M1 wires:
The bar under the picture is 20 um long. Cells faint in the background.
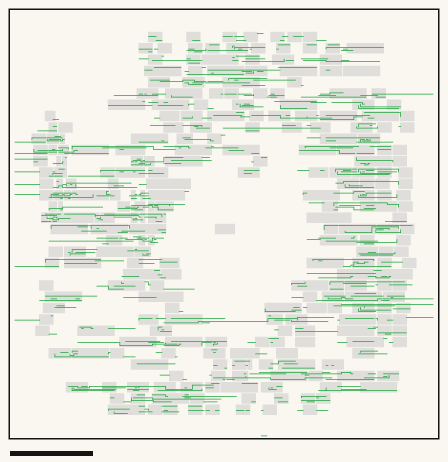
Metal 3:
The bar under the picture is 20 um long. Cells faint in the background.
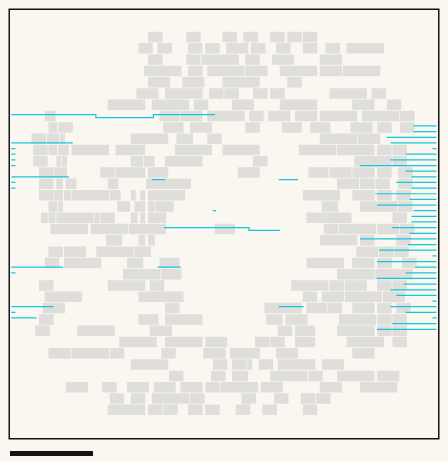
Pin placement:
The bar under the picture is 20 um long. Pins as bars across the die edge, other pins in gray.
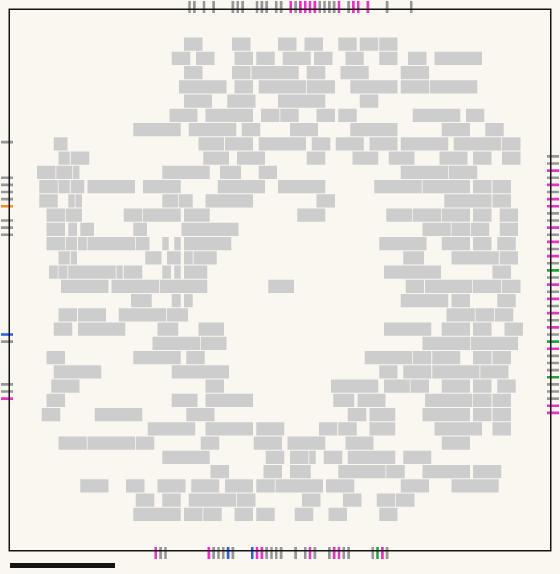
[src/rtl/elastic_config_loader.sv]
// rtl/elastic_config_loader.sv - streams host configuration entries into PE context slots, then starts execution
module elastic_config_loader #(
    parameter int DATA_WIDTH              = 32,
    parameter int CONTEXT_SIZE            = 8,
    parameter int CONTEXT_SIZE_BIT_LENGTH = 3,
    parameter int INPUT_NUM_BIT_LENGTH    = 3,
    parameter int NEIGHBOR_PE_NUM         = 4,
    parameter int OPERATION_BIT_LENGTH    = 4
) (
    input  logic                               clk,
    input  logic                               reset,
    input  logic                               load_request,
    input  logic [INPUT_NUM_BIT_LENGTH-1:0]    in_input_PE_index_1,
    input  logic [INPUT_NUM_BIT_LENGTH-1:0]    in_input_PE_index_2,
    input  logic [NEIGHBOR_PE_NUM-1:0]         in_output_PE_index,
    input  logic [OPERATION_BIT_LENGTH-1:0]    in_op,
    input  logic [DATA_WIDTH-1:0]              in_const_data,
    input  logic                               in_last,
    input  logic                               valid_input,
    output logic                               stop_input,
    output logic [INPUT_NUM_BIT_LENGTH-1:0]    config_input_PE_index_1,
    output logic [INPUT_NUM_BIT_LENGTH-1:0]    config_input_PE_index_2,
    output logic [NEIGHBOR_PE_NUM-1:0]         config_output_PE_index,
    output logic [OPERATION_BIT_LENGTH-1:0]    config_op,
    output logic [DATA_WIDTH-1:0]              config_const_data,
    output logic                               write_config_data,
    output logic [CONTEXT_SIZE_BIT_LENGTH-1:0] config_index,
    output logic [CONTEXT_SIZE_BIT_LENGTH-1:0] mapping_context_max_id,
    output logic                               start_exec,
    output logic                               busy,
    output logic                               exec_active,
    output logic                               config_overflow
);

    typedef enum logic [2:0] {IDLE, LOAD, FLUSH, START, RUN} state_t;

    localparam logic [CONTEXT_SIZE_BIT_LENGTH-1:0] LAST_INDEX =
        CONTEXT_SIZE_BIT_LENGTH'(CONTEXT_SIZE - 1);

    state_t                             state;
    state_t                             state_next;
    logic [CONTEXT_SIZE_BIT_LENGTH-1:0] entry_cnt;
    logic                               accept;
    logic                               final_entry;
    logic                               start_load;

    assign accept      = (state == LOAD) && valid_input;
    // The last context slot ends the load even without in_last, so the counter never wraps.
    assign final_entry = in_last || (entry_cnt == LAST_INDEX);
    assign start_load  = ((state == IDLE) || (state == RUN)) && load_request;

    always_ff @(posedge clk or posedge reset) begin
        if (reset) begin
            state <= IDLE;
        end else begin
            state <= state_next;
        end
    end

    always_comb begin
        state_next  = state;
        stop_input  = 1'b1;
        busy        = 1'b0;
        exec_active = 1'b0;
        start_exec  = 1'b0;
        case (state)
            IDLE: begin
                if (load_request) state_next = LOAD;
            end
            LOAD: begin
                stop_input = 1'b0;
                busy       = 1'b1;
                if (accept && final_entry) state_next = FLUSH;
            end
            FLUSH: begin
                busy       = 1'b1;
                state_next = START;
            end
            START: begin
                busy       = 1'b1;
                start_exec = 1'b1;
                state_next = RUN;
            end
            RUN: begin
                exec_active = 1'b1;
                if (load_request) state_next = LOAD;
            end
            default: state_next = IDLE;
        endcase
    end

    always_ff @(posedge clk or posedge reset) begin
        if (reset) begin
            entry_cnt               <= '0;
            config_input_PE_index_1 <= '0;
            config_input_PE_index_2 <= '0;
            config_output_PE_index  <= '0;
            config_op               <= '0;
            config_const_data       <= '0;
            config_index            <= '0;
            write_config_data       <= 1'b0;
            mapping_context_max_id  <= '0;
            config_overflow         <= 1'b0;
        end else begin
            write_config_data <= accept;
            if (start_load) begin
                entry_cnt       <= '0;
                config_overflow <= 1'b0;
            end
            if (accept) begin
                config_input_PE_index_1 <= in_input_PE_index_1;
                config_input_PE_index_2 <= in_input_PE_index_2;
                config_output_PE_index  <= in_output_PE_index;
                config_op               <= in_op;
                config_const_data       <= in_const_data;
                config_index            <= entry_cnt;
                if (final_entry) begin
                    mapping_context_max_id <= entry_cnt;
                    config_overflow        <= ~in_last;
                end else begin
                    entry_cnt <= entry_cnt + 1'b1;
                end
            end
        end
    end

endmodule

[config.mk]
export PLATFORM = sky130hd
export DESIGN_NAME = elastic_config_loader
export DESIGN_NICKNAME = d
export VERILOG_FILES = /design/src/rtl/elastic_config_loader.sv
export SDC_FILE = /design/constraint.sdc
export NUM_CORES = 1
export LEC_CHECK = 0
export CORE_MARGIN = 5
export CORE_UTILIZATION = 30
export CTS_BUF_LIST = sky130_fd_sc_hd__clkbuf_8
export CTS_CLUSTER_SIZE = 12
export DETAILED_ROUTE_END_ITERATION = 12
export PLACE_DENSITY = 0.7
export SLEW_MARGIN = 15
export SYNTH_ARGS = -nofsm -noshare
export SYNTH_HDL_FRONTEND = slang
export SYNTH_SLANG_ARGS = --single-unit
[constraint.sdc]
create_clock -name clk -period 2.35 [get_ports clk]
set_input_delay 0.3525 -clock clk [delete_from_list [all_inputs] [get_ports clk]]
set_output_delay 0.3525 -clock clk [all_outputs]
set_load 0.01 [all_outputs]
==> flow_summary_export.csv <==
group,metric,value,unit
timing,setup_slack,271,ps
timing,worst_pin_slew,331,ps
power,powerDensity,1390,mW/mm^2
yosys,adder_share,0.963,%
power,power_leader,"combinational cells",
power,p_leak,1.78,nW
place,dpl_cell_area,0.00378,sq mm
finish,drive_above_1_share,29.5,%
grt,grt_pass1_vias,1696,
finish,multi_input_comb_cells,84,
finish,fin_area,0.00405,sq mm
timing,period_minus_slack,2080,ps
clocking,clkSinkCount,60,
yosys,top_area_cell,"dfrtp_1",
finish,comb_area,978,sq um
route,post_drt_via_cell_ratio,4.33,
timing,slew_headroom,77.9,%
route,vias,1660,
grt,grt_first_pass_wirelength,8.62,mm
outcome,status,"finished, final reports clean",
worst_setup_path,cp-startpoint,"state[2]",
power,pg_comb,2.58,mW
timing,finalHoldViolCount,0,
timing,skew,9.08,ps
timing,fin_crit_sh,88.5,%
floorplan,die_w,103,um
-- 'M1 wires' (at the start) --
share of all routed wire: 43%
wire length on this layer: 2490 um
main direction: horizontal
longest straight run: 23.5 um

-- 'metal 3' (at the start) --
share of all routed wire: 8.1%
nets with wire on the layer: 52

-- 'pin placement' (at the start) --
| port | color | pins | direction | edge |
|---|---|---|---|---|
| in_const_data | magenta | 32 | input | 14 right, 9 top, 8 bottom, 1 left |
| load_request | orange | 1 | input | left |
| mapping_context_max_id | blue | 3 | output | 2 bottom, 1 left |
| config_op | green | 4 | output | 3 right, 1 bottom |
all pins by edge: 37 right, 29 bottom, 29 top, 14 left

==> Yosys cell counts <==
master    count
dfrtp_1      60
mux2_4       45
mux2_2        7
buf_12        5
nor2_1        4
o21ai_0       4
nand2_1       3
a21oi_1       2
and2_2        2
and2b_2       2
ha_1          2
inv_1         2
nand3_1       2
nor2b_1       2
a21o_1        1
a21oi_2       1
a22oi_1       1
and2_1        1
buf_6         1
mux2i_1       1
nand2b_1      1
nor4bb_4      1
o21a_1        1
or3b_2        1
==> sequential cells by signal (all words and copies together) (netlist names), 3 cells and up <==
name,cells
entry_cnt,3
config_input_PE_index_1,3
config_output_PE_index,4
config_const_data,32
config_index,3
state,3
config_op,4
config_input_PE_index_2,3
mapping_context_max_id,3
==> critical path, stage by stage (launching register included) <==
cell and delay [ps]:
dfrtp_1 460, and2b_2 250, and2_1 150, clkdlybuf4s50_1 540
==> cells in the final DEF (no fill, tap or decap) <==
master / synthesis / routed
mux2_2: 7 / 7
and2_1: 1 / 1
or3b_2: 1 / 1
clkdlybuf4s50_1: 0 / 108
buf_4: 0 / 2
nand3_1: 2 / 2
and2b_2: 2 / 2
nor2_1: 4 / 4
nor2b_1: 2 / 2
inv_1: 2 / 1
a21o_1: 1 / 1
mux2i_1: 1 / 1
inv_2: 0 / 1
nor4bb_4: 1 / 1
nand2b_1: 1 / 1
o21a_1: 1 / 1
and2_2: 2 / 2
ha_1: 2 / 2
dfrtp_1: 60 / 60
clkbuf_8: 0 / 13
a21oi_1: 2 / 2
a22oi_1: 1 / 1
o21ai_0: 4 / 4
bufinv_16: 0 / 3
mux2_4: 45 / 45
a21oi_2: 1 / 1
nand2_1: 3 / 3
buf_12: 5 / 3
Power is estimated from default activity; no workload was simulated.
